[config.mk]
export PLATFORM = sky130hd
export DESIGN_NAME = sram_bus_tester
export DESIGN_NICKNAME = d
export VERILOG_FILES = /design/src/rtl/sram_bus_tester.sv
export SDC_FILE = /design/constraint.sdc
export NUM_CORES = 1
export LEC_CHECK = 0
export ABC_AREA = 1
export CAP_MARGIN = 25
export CELL_PAD_IN_SITES_DETAIL_PLACEMENT = 1
export CELL_PAD_IN_SITES_GLOBAL_PLACEMENT = 2
export CORE_MARGIN = 4
export CORE_UTILIZATION = 25
export CTS_BUF_LIST = sky130_fd_sc_hd__clkbuf_4 sky130_fd_sc_hd__clkbuf_8
export CTS_CLUSTER_DIAMETER = 200
export CTS_CLUSTER_SIZE = 8
export DETAILED_ROUTE_END_ITERATION = 8
export PLACE_DENSITY = 0.76
export SLEW_MARGIN = 40
export SYNTH_ARGS = -nofsm -noshare
export SYNTH_HDL_FRONTEND = slang
export SYNTH_SLANG_ARGS = --single-unit
[constraint.sdc]
create_clock -name clk -period 2.35 [get_ports clk]
set_clock_uncertainty 0.15 [all_clocks]
set_input_delay 0.5875 -clock clk [delete_from_list [all_inputs] [get_ports clk]]
set_output_delay 0.5875 -clock clk [all_outputs]
set_load 0.01 [all_outputs]
[src/rtl/sram_bus_tester.sv]
// Board-level exerciser for the SRAM data/address/control pins.
// Drive modes step walking-one, walking-zero or binary-count patterns at a
// 2^DWELL_W cycle dwell and check a loopback fixture. Monitor mode listens
// with the transceivers receiving and gathers per-pin toggle coverage.
//
//   mode | meaning
//   -----+-----------------------------------------------------------
//   0    | walk-one: each bus rotates left, seed bit0 = 1
//   1    | walk-zero: each bus rotates left, seed bit0 = 0, others 1
//   2    | count: shared counter S sliced onto each bus, seed 0
//   3    | monitor: transceivers receive, patterns hold, coverage runs
module sram_bus_tester #(
  parameter int DATA_W  = 8,
  parameter int ADDR_W  = 15,
  parameter int CTRL_W  = 3,
  parameter int DWELL_W = 19,
  parameter int ERR_W   = 16
) (
  input  logic              clk,
  input  logic              reset,
  input  logic              enable,
  input  logic [1:0]        mode,
  input  logic              check_en,
  input  logic              clear,
  input  logic [1:0]        led_sel,
  output logic [DATA_W-1:0] data_out,
  output logic [ADDR_W-1:0] addr_out,
  output logic [CTRL_W-1:0] ctrl_out,
  input  logic [DATA_W-1:0] data_in,
  input  logic [ADDR_W-1:0] addr_in,
  input  logic [CTRL_W-1:0] ctrl_in,
  output logic              trans_tx_data,
  output logic              trans_tx_addr,
  output logic              trans_n_oe,
  output logic              step,
  output logic              err_flag,
  output logic [ERR_W-1:0]  err_count,
  output logic              all_toggled,
  output logic [7:0]        LED
);

  localparam logic [1:0] MODE_WALK1 = 2'd0;
  localparam logic [1:0] MODE_WALK0 = 2'd1;
  localparam logic [1:0] MODE_COUNT = 2'd2;
  localparam logic [1:0] MODE_MON   = 2'd3;

  localparam int S_DA  = (DATA_W > ADDR_W) ? DATA_W : ADDR_W;
  localparam int S_W   = (S_DA > CTRL_W) ? S_DA : CTRL_W;
  localparam int VEC_W = DATA_W + ADDR_W + CTRL_W;
  localparam int LED_D = (DATA_W < 8) ? DATA_W : 8;
  localparam int LED_C = (CTRL_W < 3) ? CTRL_W : 3;

  localparam logic [DATA_W-1:0] DATA_SEED = DATA_W'(1);
  localparam logic [ADDR_W-1:0] ADDR_SEED = ADDR_W'(1);
  localparam logic [CTRL_W-1:0] CTRL_SEED = CTRL_W'(1);

  logic [DWELL_W-1:0] cnt;
  logic [1:0]         mode_q;
  logic [S_W-1:0]     s_cnt;
  logic [S_W-1:0]     s_next;
  logic [VEC_W-1:0]   seen_hi, seen_lo;
  logic [VEC_W-1:0]   seen_hi_nxt, seen_lo_nxt;
  logic [VEC_W-1:0]   vec_in;
  logic               mode_chg;
  logic               dwell_done;
  logic               compare_hit;
  logic               mismatch;

  logic [DATA_W-1:0]  data_view;
  logic [ADDR_W-1:0]  addr_view;
  logic [CTRL_W-1:0]  ctrl_view;
  logic [7:0]         led_nxt;

  assign mode_chg    = (mode != mode_q);
  assign dwell_done  = (cnt == '1);
  assign s_next      = s_cnt + S_W'(1);
  assign vec_in      = {data_in, addr_in, ctrl_in};
  // The last settled cycle of a dwell is the only one compared; a mode
  // change cycle is skipped because the patterns are being reloaded.
  assign compare_hit = enable && check_en && (mode != MODE_MON) && !mode_chg && dwell_done;
  assign mismatch    = (vec_in != {data_out, addr_out, ctrl_out});

  // Dwell counter, step strobe and pattern generation; monitor mode holds patterns.
  always_ff @(posedge clk) begin
    if (reset) begin
      cnt      <= '0;
      mode_q   <= MODE_WALK1;
      s_cnt    <= '0;
      step     <= 1'b0;
      data_out <= DATA_SEED;
      addr_out <= ADDR_SEED;
      ctrl_out <= CTRL_SEED;
    end else begin
      mode_q <= mode;
      step   <= 1'b0;
      if (mode_chg) begin
        cnt   <= '0;
        s_cnt <= '0;
        case (mode)
          MODE_WALK1: begin
            data_out <= DATA_SEED;
            addr_out <= ADDR_SEED;
            ctrl_out <= CTRL_SEED;
          end
          MODE_WALK0: begin
            data_out <= ~DATA_SEED;
            addr_out <= ~ADDR_SEED;
            ctrl_out <= ~CTRL_SEED;
          end
          MODE_COUNT: begin
            data_out <= '0;
            addr_out <= '0;
            ctrl_out <= '0;
          end
          default: ;
        endcase
      end else if (enable) begin
        cnt <= cnt + DWELL_W'(1);
        if (dwell_done && (mode != MODE_MON)) begin
          step  <= 1'b1;
          s_cnt <= s_next;
          if (mode == MODE_COUNT) begin
            data_out <= s_next[DATA_W-1:0];
            addr_out <= s_next[ADDR_W-1:0];
            ctrl_out <= s_next[CTRL_W-1:0];
          end else begin
            data_out <= (data_out << 1) | (data_out >> (DATA_W - 1));
            addr_out <= (addr_out << 1) | (addr_out >> (ADDR_W - 1));
            ctrl_out <= (ctrl_out << 1) | (ctrl_out >> (CTRL_W - 1));
          end
        end
      end
    end
  end

  // Loopback error tracking; clear wins over a coincident mismatch.
  always_ff @(posedge clk) begin
    if (reset) begin
      err_flag  <= 1'b0;
      err_count <= '0;
    end else if (clear) begin
      err_flag  <= 1'b0;
      err_count <= '0;
    end else if (compare_hit && mismatch) begin
      err_flag <= 1'b1;
      if (err_count != '1) err_count <= err_count + ERR_W'(1);
    end
  end

  // Next-state of the toggle coverage sets, so all_toggled tracks them without extra lag.
  always_comb begin
    seen_hi_nxt = seen_hi;
    seen_lo_nxt = seen_lo;
    if (clear) begin
      seen_hi_nxt = '0;
      seen_lo_nxt = '0;
    end else if (enable && (mode == MODE_MON)) begin
      seen_hi_nxt = seen_hi | vec_in;
      seen_lo_nxt = seen_lo | ~vec_in;
    end
  end

  // Coverage registers and the all-pins-toggled summary.
  always_ff @(posedge clk) begin
    if (reset) begin
      seen_hi     <= '0;
      seen_lo     <= '0;
      all_toggled <= 1'b0;
    end else begin
      seen_hi     <= seen_hi_nxt;
      seen_lo     <= seen_lo_nxt;
      all_toggled <= &(seen_hi_nxt & seen_lo_nxt);
    end
  end

  // Transceiver direction and enable follow the run/monitor request one cycle later.
  always_ff @(posedge clk) begin
    if (reset) begin
      trans_n_oe    <= 1'b1;
      trans_tx_data <= 1'b0;
      trans_tx_addr <= 1'b0;
    end else begin
      trans_n_oe    <= ~enable;
      trans_tx_data <= enable && (mode != MODE_MON);
      trans_tx_addr <= enable && (mode != MODE_MON);
    end
  end

  // LED view: driven patterns in drive modes, sampled pins in monitor mode.
  always_comb begin
    data_view = (mode == MODE_MON) ? data_in : data_out;
    addr_view = (mode == MODE_MON) ? addr_in : addr_out;
    ctrl_view = (mode == MODE_MON) ? ctrl_in : ctrl_out;
    led_nxt   = '0;
    case (led_sel)
      2'd0:    led_nxt = 8'(data_view[LED_D-1:0]);
      2'd1:    led_nxt = addr_view[7:0];
      2'd2:    led_nxt = 8'(addr_view[ADDR_W-1:8]);
      default: led_nxt = {err_flag, all_toggled, 3'b000, 3'(ctrl_view[LED_C-1:0])};
    endcase
  end

  // Registered LED output.
  always_ff @(posedge clk) begin
    if (reset) LED <= '0;
    else       LED <= led_nxt;
  end

endmodule

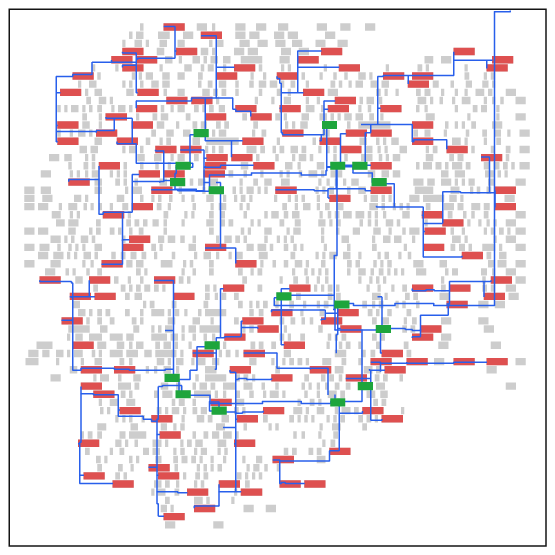
(images/clk_routes.png)
Scale: 3 px per um.
clock wires: in blue, length 2240 um. flip-flops: in red, count 143. clock drivers: in green, count 17.
There are 18 routed clock nets. Position of the flops: widely spread.

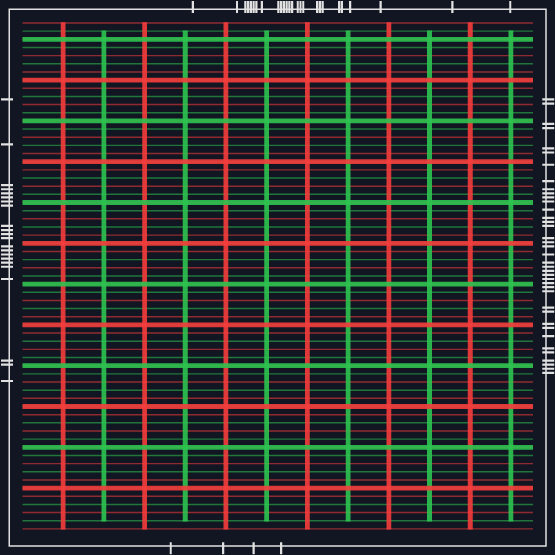
(images/power_grid.png)
Scale: 3 px per um. Pins as bars on the die edge.
VSS: in red. VDD: in green.
91 signal pins sit on the boundary. The core has 62 rows. 12 straps on met5. 12 straps on met4.

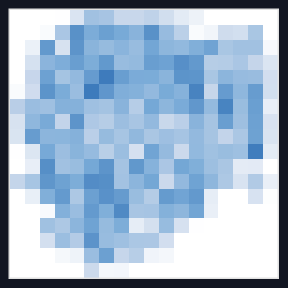
(images/cell_density.png)
Scale: 1.5 px per um. The die is cut into 18 by 18 equal tiles; white is low, dark blue is high, 0 to 100% covered.
The mean over all tiles is 30%. 22% of the tiles are nearly empty. The densest ninth of the die: top middle. The fullest tile reaches 70%. The emptiest ninth of the die: bottom right.

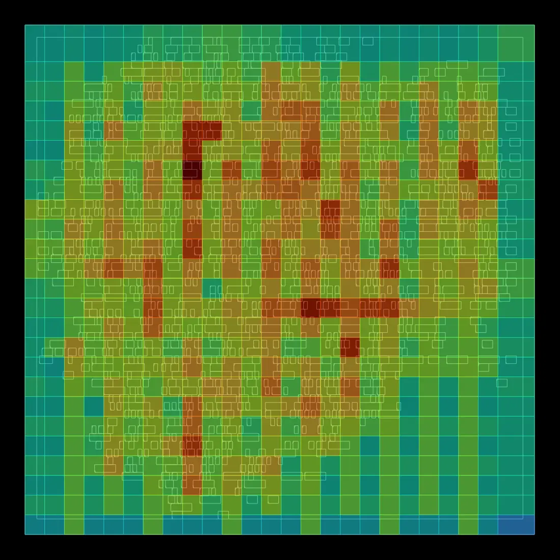
(images/congestion.png)
average wire length per cell after detail routing: 16.0 um
met1 Resource Use GR: 22.9%
met3 routing resource usage after global routing: 3.09%
most crowded layer after global routing: met2
GR Layer Usage met2: 28.4%

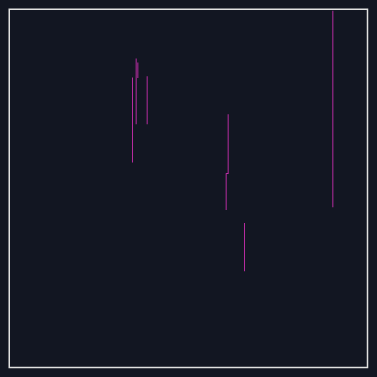
(images/layer_met4.png)
Scale: 2 px per um.
The wires run mostly vertical. The layer holds 1.0% of the routed length. The longest straight run is 97.9 um. 5 nets have wire on it. The layer carries 276 um of wire.

==> writeup.txt <==
The iteration tally of the first detailed-router pass was 4; the post-synth tally of flip-flops with integrated enable was 0. The count of cells in the finished layout, fillers not included, comes to 1673. The average instance in the mapped netlist occupies 6.76 um^2. TritonCTS built the clock tree.

Per the synthesis report, the single largest cell type by area occupies 39.4% of cell area. The TritonCTS sink count is 143. The cell taking the most area after synthesis is sky130_fd_sc_hd__dfxtp_1. The worst hold path class is reg2reg.

The post-CTS hold buffer count recorded in the log is 0. Post-CTS timing repair inserted 0 buffers for setup. In this run the clock root is driven by a sky130_fd_sc_hd__clkbuf_8.

Once placement completed, the tool counted placed cells totaling 1640. In the synthesized netlist the dominant register cell turns out to be sky130_fd_sc_hd__dfxtp_1. The logs give 0 for the max-slew violation count and -0.476 ns for the worst-case setup slack after placement. Wires add up to 26.7 mm. For the total power, the log shows 5670 uW.

For this run, the final setup violation count is recorded as 0. Across all setup checks in the final design, the least slack found is 0.0676 ns. Counting flops with an async set or reset pin after synthesis yields a share of 0%. The transition time at the pin with the least slew margin came out at 0.446 ns. In the synthesized netlist, the number of instances is 1074. STA classifies the critical path endpoint as a primary output.

By count the netlist is led by sky130_fd_sc_hd__nand2_1 (225), sky130_fd_sc_hd__inv_1 (154), sky130_fd_sc_hd__dfxtp_1 (143). The logs give 28700 um^2 for the placeable core area and 0 for the number of hold-slack violations in the final timing report. Per the placement log, port buffering inserted 90 buffers. The worst setup path is of the reg2out kind.

The smallest clock period supported by the final layout is computed as 2.28 ns. The run finished with clean final reports. The run gives 0.313 ns for the final worst hold slack. The first global-routing pass estimated 42.2 mm of wire.

The tools report the sequential-to-total area share from yosys stat as 39.4%. For the number of top-level design ports, the log shows 91. Data on the critical path arrives at its endpoint at 1.54 ns. The H-tree was split into 4 levels. In this run the remaining antenna-violating nets after routing total 0. The tools report the via count of the first global-routing pass as 7866. The run gives 7260 um^2 as the cell area after technology mapping. After detailed routing, the met2 layer carries 12.6 mm of wire. The die height came out at 178 um.

The worst supply voltage drop on vdd was 0.284 mV. Per the detail_route report, DRC violations left total 0. Yosys stat counts 1074 cells in the synthesized netlist.

The die covers 31800 um^2. Post-synthesis, Yosys gives the total cell area as 7260 um^2. The delay of the slowest cell on the worst path was 0.60 ns. The count of inserted antenna diode cells came out at 0. The gate-level netlist out of Yosys references 34 unique cell types. The worst-case max-slew headroom was logged as 70.1%.

The number of antenna violations at the first check in global routing is 0, and the HPWL after detailed placement is 20.6 mm. After detailed routing, no signal wire sits above met4. With the period utilization at 97.1%, the post-route cell area is 10000 um^2.

The run gives 178 um for the horizontal extent of the die. With the maximum frequency from static timing analysis at 438 MHz, the count of buffer and inverter cells on the critical path is 1. With the instance area after placement at 9540 um^2, the clock-pin transition on the worst setup and hold timing paths is 0.10 ns. The layout overhead on the synthesized area came out at 38.0%.

Broken down by cell family, the worst path's largest delay share belongs to buffers and inverters. Cells with a size suffix above 1 make up 14.9% of the layout. The maximum number of pins on one net before global-route repair is 52, and the flop and latch count out of synthesis is 143. The logs give 34.9% for the end-of-flow core utilization and 25.3% for the starting utilization of the core area. Number of CTS-inserted buffers: 17. The stage logs contain a warning count of 30.
==> path summary, 6_finish.rpt <==
path	from	depth (start not counted)	slack, ns	endpoint
max	data_out[0]	1	0.07	data_out[0]
min	seen_lo[16]	2	0.31	seen_lo[16]
max reg2reg	cnt[0]	9	0.21	err_count[9]
min reg2reg	seen_lo[16]	2	0.31	seen_lo[16]
==> power breakdown <==
group	switching, uW	internal [uW]	total (uW)
clock network	1130	981	2110
logic	528	439	967
registers	93.0	2500	2590
==> routing by layer <==
metal  up-vias  track usage [%]
met5         -                0
met1      3569             22.9
met2       104             28.4
met3        16             3.09
met4         0             3.68
li1       3837                -
==> registers in the layout (all words and copies together), names as in the netlist, 8 cells and up <==
name and flops:
cnt 19, LED 8, s_cnt 15, seen_lo 26
data_out 8, err_count 16, seen_hi 26, addr_out 15
==> layout make-up <==
class / count / area, um^2 / share of cell area (%)
multi-input cells: 731 / 3650 / 36.4
flip-flops and latches: 143 / 2860 / 28.6
repair buffers: 226 / 2030 / 20.2
inverters: 157 / 593 / 5.92
well taps: 384 / 480 / 4.80
clock buffers: 17 / 234 / 2.34
clock inverters: 15 / 174 / 1.74
==> placed cells by master, fill, tap and decap left out, drive strengths merged, types with 27 or more instances in the layout <==
cell / count
nand2: 227
nand3: 33
nor2: 132
dfxtp: 143
a21oi: 82
nor3: 27
clkdlybuf4s50: 89
inv: 164
buf: 136
xor2: 31
o21ai: 107
==> kinds of logic (layout without fill, tap and decap cells) <==
| group | after synthesis | count (layout) | synth area share (%) |
|---|---|---|---|
| buf+inv | 201 | 415 | 11.0 |
| compound gates | 234 | 234 | 17.5 |
| xor+xnor | 41 | 41 | 4.95 |
| fa+ha+maj | 7 | 7 | 1.21 |
| flops | 143 | 143 | 39.4 |
| simple gates | 448 | 449 | 25.9 |
Power figures rest on the tool's default switching activity, not on a simulated workload.
